Fig. 1: run 1, met1 routing
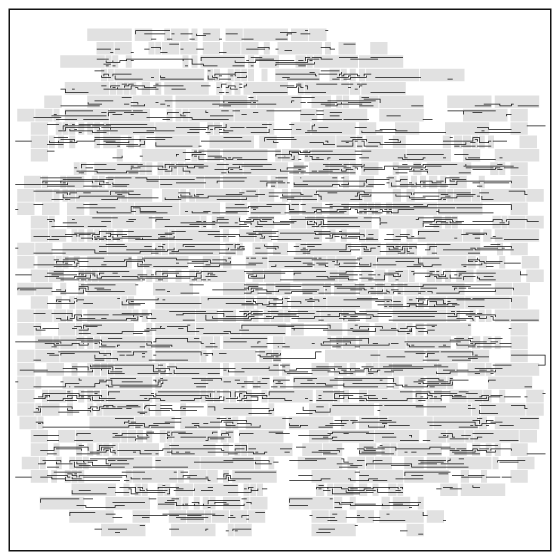
Fig. 2: run 1, signal wires on met2
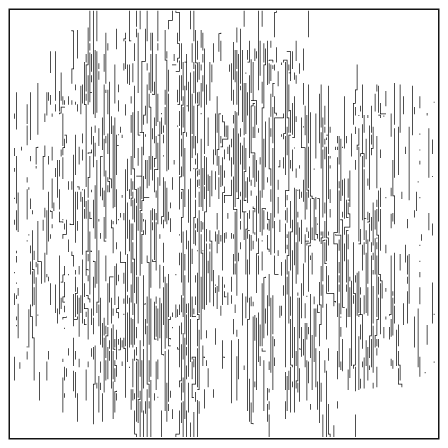
Fig. 3: run 1, metal 4
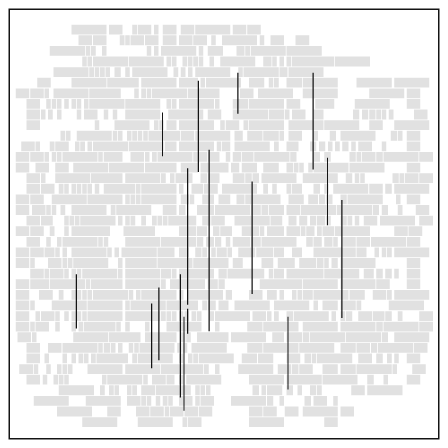
Fig. 4: run 1, routing congestion
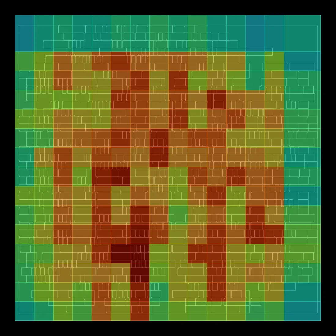
==> config.mk <==
export PLATFORM = sky130hd
export DESIGN_NAME = block_serial_subtractor
export DESIGN_NICKNAME = d
export VERILOG_FILES = /design/src/rtl/block_serial_subtractor.sv
export SDC_FILE = /design/constraint.sdc
export NUM_CORES = 1
export LEC_CHECK = 0
export CAP_MARGIN = 20
export CORE_UTILIZATION = 55
export DETAILED_ROUTE_END_ITERATION = 8
export HOLD_SLACK_MARGIN = 0.03
export PLACE_DENSITY = 0.82
export SYNTH_ARGS = -nofsm -noshare
export SYNTH_HDL_FRONTEND = slang
export SYNTH_SLANG_ARGS = --single-unit
==> constraint.sdc <==
create_clock -name CLK -period 14.9 [get_ports CLK]
set_input_delay 4.47 -clock CLK [delete_from_list [all_inputs] [get_ports CLK]]
set_output_delay 4.47 -clock CLK [all_outputs]
set_load 0.01 [all_outputs]
==> notes.md, run 1 <==
Results of the implementation run.

The design has 136 sequential cells. The horizontal die dimension reported for this design is 110 um. The non-filler instance count after layout came out at 889. The first-pass iteration count of the detailed router came out at 4. The number of global-route vias before repair is 5143. The tool warning count came out at 30. The starting density of the core is 0.577.

The prevailing post-synth register cell is sky130_fd_sc_hd__dfrtp_1. The total cell area at the placement stage came out at 0.00752 mm2. The cell count after synthesis came out at 637. Yosys reports that the most numerous cell types are sky130_fd_sc_hd__nand2_1, sky130_fd_sc_hd__dfrtp_1, sky130_fd_sc_hd__o21ai_0, sky130_fd_sc_hd__nor2_1, sky130_fd_sc_hd__mux2i_1. The design internal power is 1.23 mW. The worst slew slack as a fraction of its limit came out at 0.397. According to the CTS report, the clock sink count is 136.

The maximum number of pins on one net before global-route repair is 74. The leakage power in the latest report is 3.91 nW. The top-level I/O count is 106. The count of different cell masters after synthesis is 50. The peak clock frequency supported by timing is 149 MHz. The required time of the critical path is 10.43 ns. The worst setup slack after layout is 8.21 ns. The overall die area is 0.0120 mm2.

The kind of end point of the critical path is a primary output. The flow ran to the end, and the final reports show no timing, DRC or antenna violations. For met3 alone, demand over resource in global routing was 0.0658. The post-placement cell count is 856. The routed wirelength on the met1 layer is recorded as 6240 um. The logic depth of the worst register-to-register path came out at 9. The cell with the largest stage delay on the worst path is sky130_fd_sc_hd__clkdlybuf4s50_1. STA reports a reg2reg setup slack of 11.11 ns.

The fraction of standard cell area that is sequential came out at 0.416.
-- Fig. 1 (at the start) --
main direction: horizontal
longest straight run: 21.2 um
wire length on this layer: 6240 um
nets with wire on the layer: 713
share of all routed wire: 41%
GR met1 Demand/Resource: 0.341
total number of vias: 5032

-- Fig. 2 (at the start) --
longest straight run: 35.4 um
wire length on this layer: 7680 um
nets with wire on the layer: 692
global routing met2 resource utilization: 0.462
post-detailed-routing wire length: 15100 um

-- Fig. 3 (at the start) --
wire length on this layer: 353 um
longest straight run: 46.2 um
nets with wire on the layer: 12
share of all routed wire: 2.3%

-- Fig. 4 (at the start) --
GR peak layer: met2
GR Util All Layers: 0.275
final core area utilization: 0.739

[run 1: power by group through the flow]
stage | Clock [mW] | Combinational, mW | Sequential [mW]
finish | 0.451 | 0.943 | 0.653
global route | 0.471 | 1.04 | 0.671
CTS | 0.453 | 0.941 | 0.652
detailed placement | 0 | 0.920 | 0.655
global placement | 0 | 0.882 | 0.637
floorplan | 0 | 0.626 | 0.634
[run 1: worst max-delay path, delay by kind of cell, from the launching register on]
kind | cells | cell delay (ns)
AND/OR/NAND/NOR | 1 | 0.39
buffers and inverters | 2 | 0.90
flip-flops | 1 | 0.52
[run 1: cells in the final DEF (no fill, tap or decap), types with 4 or more instances in the layout]
cell type and instances:
sky130_fd_sc_hd__nand2_1 242, sky130_fd_sc_hd__dfrtp_1 136, sky130_fd_sc_hd__clkdlybuf4s50_1 105, sky130_fd_sc_hd__o21ai_0 30
sky130_fd_sc_hd__nor2_1 28, sky130_fd_sc_hd__mux2i_1 24, sky130_fd_sc_hd__mux2_2 21, sky130_fd_sc_hd__clkbuf_16 17
sky130_fd_sc_hd__mux4_2 16, sky130_fd_sc_hd__a21oi_1 14, sky130_fd_sc_hd__inv_1 10, sky130_fd_sc_hd__ha_1 10
sky130_fd_sc_hd__nand3b_1 7, sky130_fd_sc_hd__o31ai_1 6, sky130_fd_sc_hd__o21ai_1 5, sky130_fd_sc_hd__nand4_1 5
sky130_fd_sc_hd__a31oi_1 5, sky130_fd_sc_hd__buf_4 5, sky130_fd_sc_hd__nor3_1 4, sky130_fd_sc_hd__bufinv_16 4
[run 1: cell families after synthesis]
kind of cell	count (synthesis)	share of synthesized area
AND/OR/NAND/NOR	312	0.206
multiplexers	61	0.131
flip-flops	136	0.533
AND-OR/OR-AND	71	0.0709
adder cells (fa/ha/maj)	12	0.0259
XOR/XNOR	2	0.00274
buffers and inverters	43	0.0302
==> run 1 -> run 2 <==
CORE_UTILIZATION = 53   (was 55)
PLACE_DENSITY = 0.8   (was 0.82)
clock period = 6.95 ns   (was 14.9 ns; I/O delays follow)
Fig. 5: run 2, met1 routing
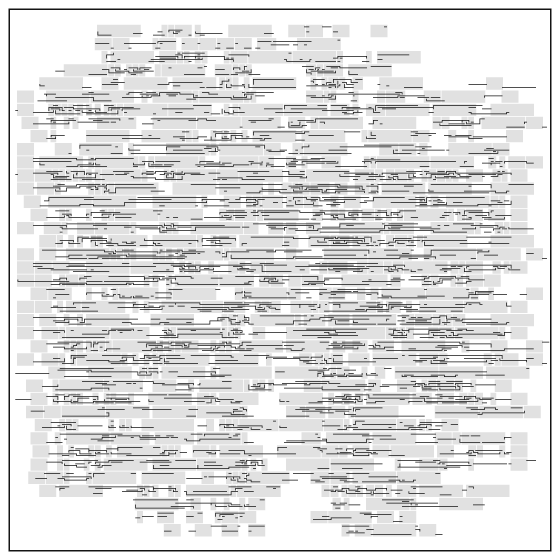
longest straight run: 27.1 um
share of all routed wire: 42%
main direction: horizontal
post-detailed-routing wire length: 14600 um
total number of vias: 5022
GR met1 Demand/Resource: 0.323

==> run 2 against run 1 <==
Effect of this change: critical path type unchanged; via count is 0.20% lower; clock power is 120% higher; the flow now finishes with violations (DRC); cell count is 0.45% higher; clock skew is 0.0049 ns higher; setup slack worse by 5.6 ns; critical endpoint unchanged; design area hardly changed.
==> notes.md, run 2 <==
Results of the implementation run.

The cell class contributing the biggest share of worst-path delay is buffers and inverters. The prevailing post-synth register cell is sky130_fd_sc_hd__dfrtp_1. The peak clock frequency supported by timing is 230 MHz.

The worst slew slack as a fraction of its limit came to 0.454 (+0.0563). The number of gates on the worst path with buffers counted came to 3 (unchanged). The residual DRC count came out at 5.

The total leakage power was 3.92 nW (about the same). The starting density of the core is 0.552 (-0.0243). The count of buffer and inverter cells on the critical path is 2 (unchanged). The top-level I/O count was 106 (unchanged).

The final reports fail on DRC. The cell with the largest stage delay on the worst path is sky130_fd_sc_hd__clkdlybuf4s50_1. The most common logic cells in the final layout are sky130_fd_sc_hd__nand2_1, sky130_fd_sc_hd__dfrtp_1, sky130_fd_sc_hd__clkdlybuf4s50_1.

The commonest cells after synthesis are sky130_fd_sc_hd__nand2_1, sky130_fd_sc_hd__dfrtp_1, sky130_fd_sc_hd__o21ai_0, sky130_fd_sc_hd__nor2_1, sky130_fd_sc_hd__mux2i_1. The first-pass iteration count of the detailed router came out at 9 (+5). The run finished, with violations left. The maximum number of pins on one net before global-route repair came out at 66 (-11%). The count of different cell masters after synthesis came out at 50 (unchanged). The logic depth of the worst register-to-register path came out at 9 (unchanged). The number of global-route vias before repair came to 5133 (-0.19%). The worst setup path is launched from a register. The global-route total usage across every layer is 0.253 (-0.0221). The count of clock tree sinks is 136 (unchanged). The required time of the critical path came out at 4.87 ns (-5.56 ns). The tool warning count came out at 30 (unchanged). The cell count after synthesis is 637 (unchanged).
[run 2: logic make-up after synthesis]
kind of cell | after synthesis | synth area share
AND/OR/NAND/NOR | 312 | 0.206
flip-flops | 136 | 0.533
AND-OR/OR-AND | 71 | 0.0709
multiplexers | 61 | 0.131
buffers and inverters | 43 | 0.0302
adder cells (fa/ha/maj) | 12 | 0.0259
XOR/XNOR | 2 | 0.00274
[run 2: metrics by stage]
step                hold slack (ns)   util  std cells  worst slack [ns]
floorplan                     0.440      -        637              1.23
global placement              0.453  0.651        860              2.81
detailed placement            0.459  0.651        860              2.76
CTS                           0.473  0.706        892              2.64
global route                  0.490  0.708        893              2.49
finish                        0.470  0.708        893              2.61
[run 2: tightest hold or removal path, cell delays in order, from the launching register on]
cell	delay, ns
sky130_fd_sc_hd__dfrtp_1	0.34
sky130_fd_sc_hd__nand2_1	0.05
sky130_fd_sc_hd__nand2_1	0.05
[run 2: area by class of cell]
type	instances	area, um2
fill	831	3380
tap	143	179
timing repair buffer	112	1120
clock buffer	23	468
sequential	136	3400
multi-input combinational	458	2800
clock inverter	9	170
inverter	12	47.5
[run 2: routing by layer]
layer / GRT usage / share of wire / vias to the layer above
met2: 0.415 / 0.49 / 215
met1: 0.323 / 0.42 / 2419
li1: - / - / 2351
met5: 0 / 0 / -
met4: 0.130 / 0.028 / 0
met3: 0.0457 / 0.064 / 37
[run 2: where the power goes]
| part | internal, mW | leakage, nW | switching, mW |
|---|---|---|---|
| registers | 1.15 | 1.70 | 0.222 |
| clock network | 0.653 | 0.315 | 0.329 |
| logic | 0.862 | 1.90 | 1.18 |
| total | 2.67 | 3.92 | 1.73 |
No activity file was given, so power comes from the tool's default toggle rates.
